`src/rtl/fetch_sequencer.sv`:
```
// Front-end fetch controller: drives the instruction_bank FetchAction, buffers {pc, inst} in a skid FIFO toward decode, and turns execute redirects into a bank restart pulse.
// Optional build macro FETCH_PERF_EN adds perf_fetched / perf_stalls / perf_redirects counters.
package proctypes;
    typedef logic [31:0] InstructionAddr;
    typedef logic [15:0] Instruction;
    typedef enum logic { fetchStall = 1'b0, fetchDequeue = 1'b1 } FetchAction;
endpackage

module fetch_sequencer
    import proctypes::*;
#(
    parameter int DEPTH = 2
) (
    input  logic           clk,
    input  logic           rst,
    input  logic           bank_valid,
    input  InstructionAddr bank_pc,
    input  Instruction     bank_inst,
    output FetchAction     bank_action,
    output logic           fetch_redirect,
    output InstructionAddr fetch_target,
    input  logic           redirect_valid,
    input  InstructionAddr redirect_pc,
    input  logic           halt_req,
    output logic           dec_valid,
    output InstructionAddr dec_pc,
    output Instruction     dec_inst,
`ifdef FETCH_PERF_EN
    output logic [31:0]    perf_fetched,
    output logic [31:0]    perf_stalls,
    output logic [15:0]    perf_redirects,
`endif
    input  logic           dec_ready
);

    localparam int PTR_W = $clog2(DEPTH);
    localparam int CNT_W = PTR_W + 1;

    typedef enum logic [1:0] { S_RUN, S_REDIR, S_WAIT, S_HALT } state_t;

    state_t         state, state_nxt;
    logic [CNT_W-1:0] count;
    logic [PTR_W-1:0] rd_ptr, wr_ptr;
    InstructionAddr pc_mem   [DEPTH];
    Instruction     inst_mem [DEPTH];
    logic           push, pop;

    // The dequeue decision never looks at dec_ready, so a full FIFO stalls the bank even when decode pops.
    always_comb begin
        state_nxt   = state;
        bank_action = fetchStall;
        case (state)
            S_RUN: begin
                if (bank_valid && (count < CNT_W'(DEPTH)) && !redirect_valid)
                    bank_action = fetchDequeue;
                if (halt_req)
                    state_nxt = S_HALT;
            end
            S_REDIR: state_nxt = S_WAIT;
            S_WAIT:  state_nxt = halt_req ? S_HALT : S_RUN;
            S_HALT: begin
                if (!halt_req)
                    state_nxt = S_RUN;
            end
        endcase
        if (redirect_valid)
            state_nxt = S_REDIR;
        if (!rst)
            bank_action = fetchStall;
    end

    assign push           = (bank_action == fetchDequeue);
    assign dec_valid      = (count != '0);
    assign pop            = dec_valid && dec_ready;
    assign fetch_redirect = (state == S_REDIR);
    assign dec_pc         = pc_mem[rd_ptr];
    assign dec_inst       = inst_mem[rd_ptr];

    always_ff @(posedge clk or negedge rst) begin
        if (!rst) begin
            state        <= S_RUN;
            count        <= '0;
            rd_ptr       <= '0;
            wr_ptr       <= '0;
            fetch_target <= '0;
            for (int i = 0; i < DEPTH; i++) begin
                pc_mem[i]   <= '0;
                inst_mem[i] <= '0;
            end
        end else begin
            state <= state_nxt;
            if (redirect_valid) begin
                // Flush wins over any handshake completing this cycle.
                fetch_target <= redirect_pc;
                count        <= '0;
                rd_ptr       <= '0;
                wr_ptr       <= '0;
            end else begin
                if (push) begin
                    pc_mem[wr_ptr]   <= bank_pc;
                    inst_mem[wr_ptr] <= bank_inst;
                    wr_ptr           <= wr_ptr + 1'b1;
                end
                if (pop)
                    rd_ptr <= rd_ptr + 1'b1;
                case ({push, pop})
                    2'b10:   count <= count + 1'b1;
                    2'b01:   count <= count - 1'b1;
                    default: count <= count;
                endcase
            end
        end
    end

`ifdef FETCH_PERF_EN
    always_ff @(posedge clk or negedge rst) begin
        if (!rst) begin
            perf_fetched   <= '0;
            perf_stalls    <= '0;
            perf_redirects <= '0;
        end else begin
            if (push)
                perf_fetched <= perf_fetched + 1'b1;
            if ((state == S_RUN) && bank_valid && !push)
                perf_stalls <= perf_stalls + 1'b1;
            if (redirect_valid)
                perf_redirects <= perf_redirects + 1'b1;
        end
    end
`endif

endmodule

```
`config.mk`:
```
export PLATFORM = sky130hd
export DESIGN_NAME = fetch_sequencer
export DESIGN_NICKNAME = d
export VERILOG_FILES = /design/src/rtl/fetch_sequencer.sv
export SDC_FILE = /design/constraint.sdc
export NUM_CORES = 1
export LEC_CHECK = 0
export ABC_AREA = 1
export CORE_MARGIN = 1.5
export CORE_UTILIZATION = 51
export DETAILED_ROUTE_END_ITERATION = 8
export PLACE_DENSITY_LB_ADDON = 0.3
export SLEW_MARGIN = 5
export SYNTH_ARGS = -nofsm -noshare
export SYNTH_HDL_FRONTEND = slang
export SYNTH_SLANG_ARGS = --single-unit
```
`constraint.sdc`:
```
create_clock -name clk -period 3.8 [get_ports clk]
set_input_delay 1.14 -clock clk [delete_from_list [all_inputs] [get_ports clk]]
set_output_delay 1.14 -clock clk [all_outputs]
set_load 0.02 [all_outputs]
```
==> metrics.csv, run 1 <==
metric,value,unit
clk_pin_slew_worst_paths,0.06,ns
grt_pass1_wl,23000,um
wl_per_cell,13.9,um
drt-pass1-iter-count,5,
highest_layer,met4,
peakVddDrop,0.000262,V
die_area,11800,um2
ioPinCount,169,
vias,5012,
ctsHtreeMaxLevel,4,
clk_path_buf_depth,2,
drc,0,
r2r_cells,6,
max_freq,283,MHz
dp_hpwl,9050,um
reg2reg_from,state[1]$_DFFE_PN0P_,
post_synth.cell_area_avg,8.19,um2
grt_overflow,0,
grt_pass1_vias,4950,
ys_warn_count,0,
min_to,fetch_target[8]$_DFFE_PN0P_,
crit_path_max_fanout,34,
nets,941,
cp-end-kind,output pin,
post_route_cells_drive_above_1_share,0.0541,
p_per_area,556,nW/um2
status,"complete, no violations",
required,2.66,ns
relSlewSlack,0.253,
clkSinkCount,134,
warnings,26,
critPathLaunch,rd_ptr$_DFFE_PN0P_,
post-route-min-period,3.53,ns
vias_per_cell,4.97,
routed-wl-met2,6900,um
fp_nets,783,
max-cap-violations,0,
hold_viol_final,0,
grt_max_degree,71,
grt_use_total,0.252,
p_leak,4.09,nW
drt_iter0_drc,287,
synth-seq-cells,134,
placed_cells,976,
die-height,109,um
yosysCellCount,697,
cts_tree,built,
hp-class,flop to flop,
setup_viol,0,
whs_path_depth,2,
## run 1: layout make-up
cell class	instances	area (um2)
Fill cell	772	2860
Sequential cell	134	3350
Clock buffer	21	439
Multi-Input combinational cell	466	1910
Tap cell	140	175
Timing Repair Buffer	179	1760
Inverter	57	214
Clock inverter	11	174
## run 1: flip-flops by register name, indices dropped and copies added, names as in the netlist
name          count
pc_mem           64
fetch_target     32
inst_mem         32
count             2
state             2
rd_ptr            1
wr_ptr            1
## run 1: synth_stat cells (all sizes together)
| cell | number | area [um2] |
|---|---|---|
| buf | 17 | 144 |
| dfrtp | 134 | 3350 |
| clkbuf | 23 | 88.8 |
| or2 | 1 | 6.26 |
| a21oi | 1 | 5.00 |
| nor2 | 10 | 52.6 |
| inv | 57 | 214 |
| o21ai | 98 | 490 |
| nand4 | 2 | 12.5 |
| nand3 | 5 | 30.0 |
| nand2 | 349 | 1310 |
## run 1: per-stage QoR
step | total power [mW] | hold WS, ns
after floorplan | 2.25 | 0.453
after global placement | 2.76 | 0.454
after detailed placement | 2.79 | 0.462
after CTS | 4.49 | 0.476
after global routing | 4.68 | 0.492
final | 4.46 | 0.474
## run 1: placed cells by master, fill, tap and decap left out
master	count
nand3_1	4
nand2_1	348
o21ai_1	44
clkinvlp_4	3
nand2_2	1
nand3_2	1
inv_6	1
clkbuf_16	16
a21oi_1	1
clkdlybuf4s50_1	166
clkinv_4	2
inv_1	57
dfrtp_2	1
dfrtp_1	133
clkinv_2	1
or2_4	1
nor2_4	2
dlymetal6s2s_1	1
o21ai_0	54
bufinv_16	4
clkbuf_8	2
nand4_1	2
clkbuf_1	3
buf_4	12
nor2_1	8
## run 1: cells by family (layout without fill, tap and decap cells)
group	count (synthesis)	count (layout)	synth area share
simple gates	367	367	0.247
flops	134	134	0.588
compound gates	99	99	0.0868
buf+inv	97	268	0.0783
## run 1: report_power, final
part           switching (mW)  internal, mW
combinational           0.555         0.491
sequential              0.111          1.62
clock                   0.603          1.09
## run 1: routing by layer
metal | track usage | vias up
met3 | 0.0795 | 15
met4 | 0.0921 | 0
met2 | 0.420 | 191
met5 | 0 | -
li1 | - | 2450
met1 | 0.307 | 2356
## run 1: worst max-delay path, cell delays in order, from the launching register on
cell and delay [ns]:
dfrtp_2 0.58, buf_4 0.43, nand2_1 0.13, nand2_1 0.11, clkdlybuf4s50_1 0.61
## run 1: how the worst max path moves through the flow
stage | to | depth (start not counted) | slack [ns]
floorplan | bank_action | 4 | 1.04
global placement | bank_action | 6 | 0.12
detailed placement | bank_action | 6 | 0.09
CTS | bank_action | 6 | 0.08
global route | dec_pc[6] | 5 | 0.17
finish | dec_pc[6] | 4 | 0.27
## run 1: repair_timing
action,in CTS,in global routing
setup endpoints to repair,0,1
setup buffers,0,0
resized,0,1
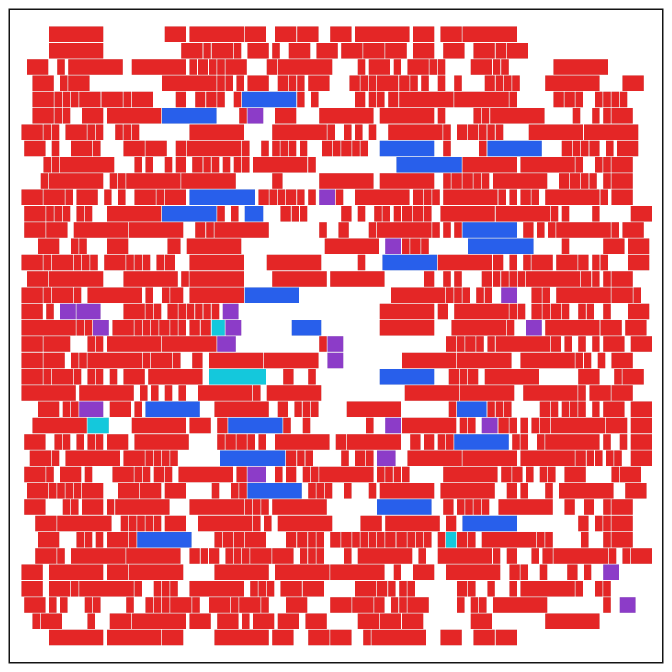
Figure 1: run 1, cell sizes after repair.
[red] _0 and _1 cells | cells: 821 | share: 95% | most used: nand2_1
[blue] _6 and larger | cells: 23 | share: 2.6% | most used: clkbuf_16
[cyan] _2 cells | cells: 4 | share: 0.46%
[purple] _3 and _4 cells | cells: 20 | share: 2.3% | most used: buf_4
Layout area overhead: 40.8%
Non-CTS buffers: 179
final worst slack: 0.270 ns

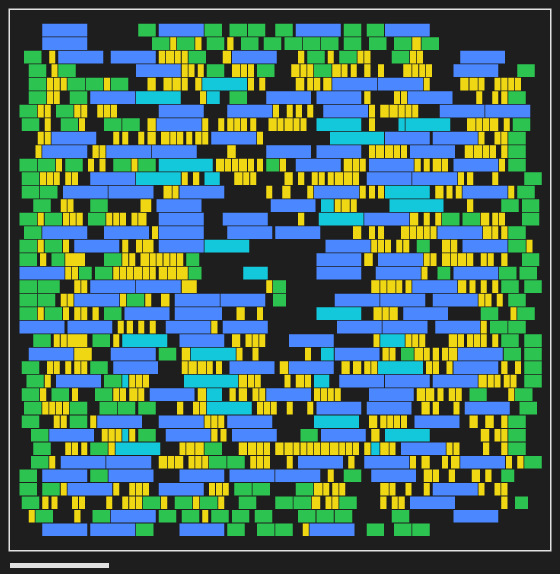
Figure 2: run 1, cells colored by class.
The bar under the picture is 20 um long.
[cyan] clock drivers and dummy loads | cells: 32
[yellow] combinational and other logic | cells: 523
[green] other buffers and delay cells | cells: 179
[blue] flops | cells: 134
Util after Layout: 0.738
core area: 10900 um2
number of placement rows: 38
final instance area: 8030 um2
fraction of area in registers: 0.418

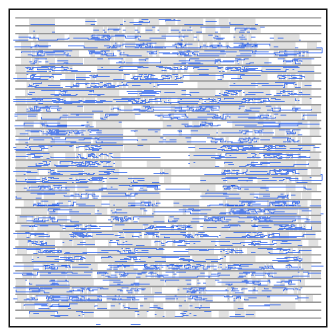
Figure 3: run 1, the metal 1 layer.
Supply wires on this layer in gray.
longest straight run: 30.6 um
share of all routed wire: 42%
main direction: horizontal
nets with wire on the layer: 810

==> inputs of run 2 (changes only) <==
CORE_UTILIZATION = 50   (was 51)
GPL_TIMING_DRIVEN = 0   (was not set)
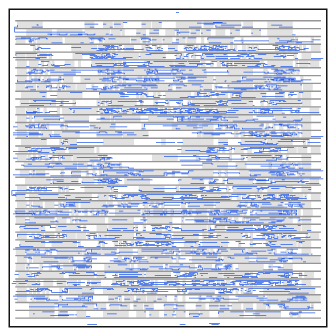
Figure 4: run 2, the metal 1 layer.
Supply wires on this layer in gray.
nets with wire on the layer: 849
main direction: horizontal
longest straight run: 26.2 um
share of all routed wire: 40%

==> run 2 against run 1 <==
Compared with the run above: sequential share of layout area is 0.59 points lower; global-route usage increased by 1.6 points; maximum frequency is 1.4% higher; wire length grew 6.3%; clock-buffer cell count rose by 3; die size grew 1.9%; largest cell class unchanged; highest routed layer unchanged.
==> metrics.csv, run 2 <==
metric,value,unit
status,"complete, no violations",
crit_path_max_fanout,10,
grt_overflow,0,
setup_slack,0.321,ns
ant_nets,0,
nets,970,
place_ws,-0.00666,ns
worstMarginPinSlew,0.547,ns
post_route_cells_drive_above_1_share,0.0537,
startpoint_type,flop,
fp-utilization,0.520,
peakVddDrop,0.000274,V
p_per_area,531,nW/um2
die_area,12100,um2
clk_latency,0.41,ns
place_area,7580,um2
ff_type,dfrtp_1,
cts_setup_buffers,0,
slowest_stage,clkdlybuf4s50_1,
syn_to_final_growth,42.7,%
slowest_delay,0.62,ns
rsz0062_at_grt,false,
ctsHtreeMaxLevel,4,
vias,5179,
hold_viol_final,0,
drt_wl_total,14900,um
wl_per_cell,14.4,um
synth-seq-cells,134,
clk_pin_slew_worst_paths,0.05,ns
async_flop_share,1.00,
ys_top_cells_by_area,"dfrtp_1 (59%), nand2_1 (23%), o21ai_0 (4.7%), o21ai_1 (3.9%), inv_1 (3.7%)",
row_count,38,
ys_seq_share,0.588,
post_synth.cell_area_avg,8.19,um2
cp-end-kind,output pin,
largest_registers,"pc_mem: 64 flops, fetch_target: 32 flops, inst_mem: 32 flops",
max_freq,287,MHz
hp-class,flop to flop,
grt_use_total,0.267,
synth_top_cell_by_count,nand2_1,
n_antenna_cell,0,
ys_top_cells_by_count,"nand2_1 (349), dfrtp_1 (134), inv_1 (57), o21ai_0 (54), o21ai_1 (44)",
grt_max_degree,81,
grt_pass1_wl,24700,um
yosysTopAreaCellShare,0.588,
grt_pass1_vias,5310,
setup_viol,0,
required,2.66,ns
ys_warn_count,0,
final_cell_mix,"nand2_1 (349), clkdlybuf4s50_1 (165), dfrtp_1 (134)",
lay_top_count,nand2_1,
dp_hpwl,10500,um
fp_nets,783,
postLayoutCellArea,8140,um2
vias_per_cell,5.01,
numPortBuffers,167,
clk_path_buf_depth,2,
die-height,110,um
antenna_found_initial,0,
regMostFlops,pc_mem,
warnings,26,
dieWidth,110,um
ioPinCount,169,
drt-pass1-iter-count,6,
clkSinkCount,134,
period_used_share,0.916,
fp.coreArea,11000,um2
ys_chip_area,5710,um2
largest_reg_flops,64,
cts_tree,built,
cp_common_cell,nand2_1,
edf_count,0,
max-cap-violations,0,
yosysCellCount,697,
drc,0,
drt_iter0_drc,314,
yosys.area.top_type,dfrtp_1,
cts_root_buf,clkbuf_16,
relSlewSlack,0.635,
cts_buffers,17,
clock_skew,0.00569,ns
post-route-min-period,3.48,ns
crit_chain,"clkbuf_1, inv_1, clkbuf_2, buf_2, nand2_1, nand2_1, clkdlybuf4s50_1",
p_leak,4.14,nW
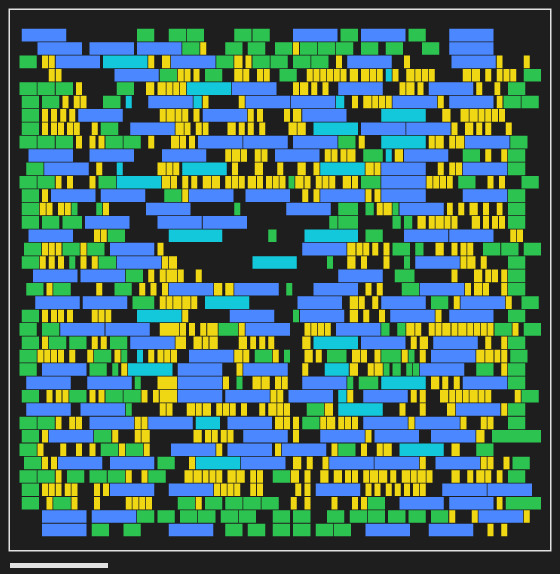
Figure 5: run 2, cells colored by class.
The bar under the picture is 20 um long.
[cyan] clock drivers and dummy loads | cells: 29
[green] other buffers and delay cells | cells: 208
[blue] flops | cells: 134
[yellow] combinational and other logic | cells: 523

run 2: netlist changes by cell type in the layout (fill, tap and decap cells not counted), sizes merged:
cell | previous run | this run
clkbuf | 21 | 47
buf | 12 | 19
bufinv | 4 | 2
clkdlybuf4s50 | 166 | 165
inv | 58 | 57
clkinvlp | 3 | 0
run 2: final timing paths:
| check | start | to | cells after the start | slack [ns] |
|---|---|---|---|---|
| setup reg to reg | state[0]$_DFFE_PN0P_ | pc_mem[0]$_DFFE_PN0P_ | 8 | 2.03 |
| hold / removal | fetch_target[8]$_DFFE_PN0P_ | fetch_target[8]$_DFFE_PN0P_ | 2 | 0.47 |
| setup / recovery | rd_ptr$_DFFE_PN0P_ | dec_pc[27] | 7 | 0.32 |
| min in group asynchronous | rst | pc_mem[5]$_DFFE_PN0P_ | 1 | 0.60 |
| max in group asynchronous | rst | pc_mem[59]$_DFFE_PN0P_ | 2 | 2.51 |
| hold reg to reg | fetch_target[8]$_DFFE_PN0P_ | fetch_target[8]$_DFFE_PN0P_ | 2 | 0.47 |
run 2: logic make-up after synthesis:
kind of cell	share of synthesized area
buffers and inverters	0.0783
DFF	0.588
AOI/OAI and AO/OA	0.0868
and+or+nand+nor	0.247
run 2: area by class of cell:
class,instances,area [um2]
buffer,40,236
clock buffer,24,472
clock inverter,5,75.1
fill,865,2840
inverter,57,214
multi-input combinational,466,1910
sequential,134,3350
tap,140,175
timing repair buffer,168,1710
run 2: timing repair:
item,in CTS,in global routing
endpoints found under the setup margin,14,6
hold buffers,0,0
gates cloned,0,0
resized,3,4
run 2: metal layers:
layer / GRT usage / wire, um / part of all wire / up-vias
li1: - / - / - / 2502
met1: 0.322 / 6000 / 0.40 / 2465
met2: 0.445 / 7420 / 0.50 / 188
met3: 0.0978 / 1260 / 0.084 / 24
met4: 0.0891 / 237 / 0.016 / 0
met5: 0 / 0 / 0 / -
run 2: report_power, final:
group | total (mW) | internal (mW) | switching, mW
sequential | 1.72 | 1.62 | 0.106
clock | 1.54 | 0.985 | 0.553
combinational | 1.06 | 0.499 | 0.563
total | 4.32 | 3.10 | 1.22
run 2: stage by stage:
stage	power (mW)	utilization	instances	hold WS, ns	TNS, ns
2_1_floorplan	2.25	-	697	0.453	0
3_3_place_gp	2.76	0.688	1004	0.454	-801.85
3_5_place_dp	2.81	0.690	1005	0.459	-0.00666
4_1_cts	4.35	0.741	1034	0.472	0
5_1_grt	4.54	0.742	1034	0.482	0
6_report	4.32	0.742	1034	0.471	0
run 2: critical path: cells and delay by family (launching register included):
family	cells	cell delay, ns
buffers and inverters	5	1.44
flip-flops	1	0.35
AND/OR/NAND/NOR	2	0.13
==> inputs of run 3 (changes only) <==
CORE_UTILIZATION = 35   (was 50)
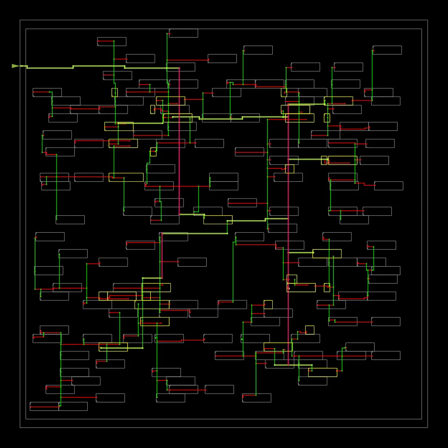
Figure 6: run 3, clock wiring as the flow saved it.
clkbuf count: 18
FF+latch count: 134
clock skew: 0.00569 ns

==> run 3 against run 2 <==
Compared with the run above: maximum frequency about the same; highest routed layer unchanged; cell count grew 7.7%; utilization down 22 points; sequential cell count unchanged.
==> metrics.csv, run 3 <==
metric,value,unit
ff_type,dfrtp_1,
vias,4909,
ant_nets,0,
fp-utilization,0.359,
cts_root_buf,clkbuf_16,
vias_per_cell,4.41,
rsz0062_at_grt,false,
clkPwrFrac,0.362,
fp_nets,783,
startpoint_type,flop,
p_int,3.07,mW
crit_path_max_fanout,10,
postLayoutCellArea,8250,um2
edf_count,0,
yosysCellCount,697,
worstMarginPinSlew,0.517,ns
regMostFlops,pc_mem,
drc,0,
hold_viol_final,0,
die-height,131,um
xor_share,0,
netSwitchingFraction,0.291,
comb_power_share,0.243,
drt_iter0_drc,258,
post-route-min-period,3.48,ns
p_leak,4.14,nW
grt_overflow,0,
critPathLaunch,rd_ptr$_DFFE_PN0P_,
antenna_found_initial,1,
peakVddDrop,0.000304,V
logic_area,1910,um2
async_flop_share,1.00,
setup.worst_path.end,dec_pc[30],
r2r_slack,2.07,ns
grt_pass1_vias,4758,
reg2reg_to,pc_mem[8]$_DFFE_PN0P_,
final_cell_mix,"nand2_1 (349), clkdlybuf4s50_1 (165), dfrtp_1 (134)",
ys_warn_count,0,
post_synth.cell_area_avg,8.19,um2
relSlewSlack,0.655,
logic_family,simple AND/OR/NAND/NOR gates,
synth-seq-cells,134,
place_area,7680,um2
total_power,4.33,mW
syn_to_final_growth,44.6,%
drt_wl_total,14500,um
status,"complete, no violations",
drt-pass1-iter-count,4,
grt_use_total,0.179,
die_area,17100,um2
reg2reg_from,state[1]$_DFFE_PN0P_,
clk_path_buf_depth,2,
ctsHtreeMaxLevel,4,
cts_buffers,17,
fillers,1556,
max-cap-violations,0,
ys_chip_area,5710,um2
clkSinkCount,134,
r2r_cells,8,
clk_pin_slew_worst_paths,0.06,ns
fin_tns_setup,0,ns
cts_setup_buffers,0,
post_route_cells_drive_above_1_share,0.0613,
yosys.area.top_type,dfrtp_1,
clk_latency,0.41,ns
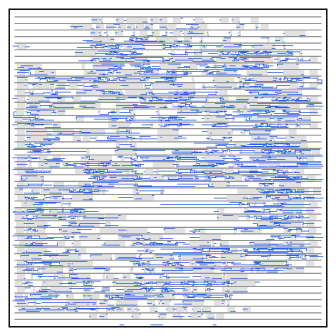
Figure 7: run 3, the metal 1 layer.
Supply wires on this layer in gray.
nets with wire on the layer: 852
main direction: horizontal
share of all routed wire: 45%
longest straight run: 46.9 um

-- run 3: kinds of logic after synthesis --
kind of cell | after synthesis
flops | 134
buf+inv | 97
compound gates | 99
simple gates | 367
-- run 3: repair_timing --
action,CTS,global route
endpoints found under the setup margin,20,21
hold buffers,0,0
gates cloned,0,0
resized,2,3
pin swaps,0,0
-- run 3: power groups by stage --
stage | sequential, mW | clock (mW) | combinational [mW]
6_report | 1.71 | 1.57 | 1.05
5_1_grt | 1.74 | 1.67 | 1.16
4_1_cts | 1.71 | 1.61 | 1.07
3_5_place_dp | 1.74 | 0 | 1.06
3_3_place_gp | 1.73 | 0 | 1.05
2_1_floorplan | 1.76 | 0 | 0.497
-- run 3: critical path, cell delays in order, from the launching register on --
cell	delay (ns)
dfrtp_1	0.35
clkbuf_1	0.16
inv_1	0.11
clkbuf_2	0.24
buf_2	0.28
nand2_1	0.07
nand2_1	0.08
clkdlybuf4s50_1	0.63
-- run 3: worst min path at each step --
stage	from	to	slack, ns	cells past startpoint
2_1_floorplan	pc_mem[30]$_DFFE_PN0P_	pc_mem[30]$_DFFE_PN0P_	0.45	2
3_3_place_gp	fetch_target[7]$_DFFE_PN0P_	fetch_target[7]$_DFFE_PN0P_	0.45	2
3_5_place_dp	fetch_target[28]$_DFFE_PN0P_	fetch_target[28]$_DFFE_PN0P_	0.46	2
4_1_cts	fetch_target[28]$_DFFE_PN0P_	fetch_target[28]$_DFFE_PN0P_	0.47	2
5_1_grt	pc_mem[38]$_DFFE_PN0P_	pc_mem[38]$_DFFE_PN0P_	0.50	2
6_report	fetch_target[26]$_DFFE_PN0P_	fetch_target[26]$_DFFE_PN0P_	0.47	2
-- run 3: layout make-up --
class                      count  area share
sequential                   134       0.406
clock buffer                  18      0.0520
buffer                        40      0.0287
clock inverter                14      0.0165
inverter                      57      0.0259
multi-input combinational    466       0.231
timing repair buffer         168       0.206
antenna                        1    0.000303
tap                          216      0.0328
-- run 3: metrics by stage --
step | setup WS (ns) | hold slack [ns] | utilization
final | 0.319 | 0.468 | 0.519
after global routing | 0.151 | 0.495 | 0.519
after CTS | 0.0587 | 0.472 | 0.519
after detailed placement | 0.0892 | 0.457 | 0.483
after global placement | -4.77 | 0.453 | 0.481
after floorplan | 1.04 | 0.453 | -
-- run 3: per-layer routing --
| layer | up-vias | share of wire | global-route usage |
|---|---|---|---|
| li1 | 2505 | - | - |
| met1 | 2246 | 0.45 | 0.232 |
| met2 | 147 | 0.45 | 0.279 |
| met3 | 11 | 0.085 | 0.0692 |
| met4 | 0 | 0.0099 | 0.0562 |
| met5 | - | 0 | 0 |
Power is estimated from default activity; no workload was simulated.
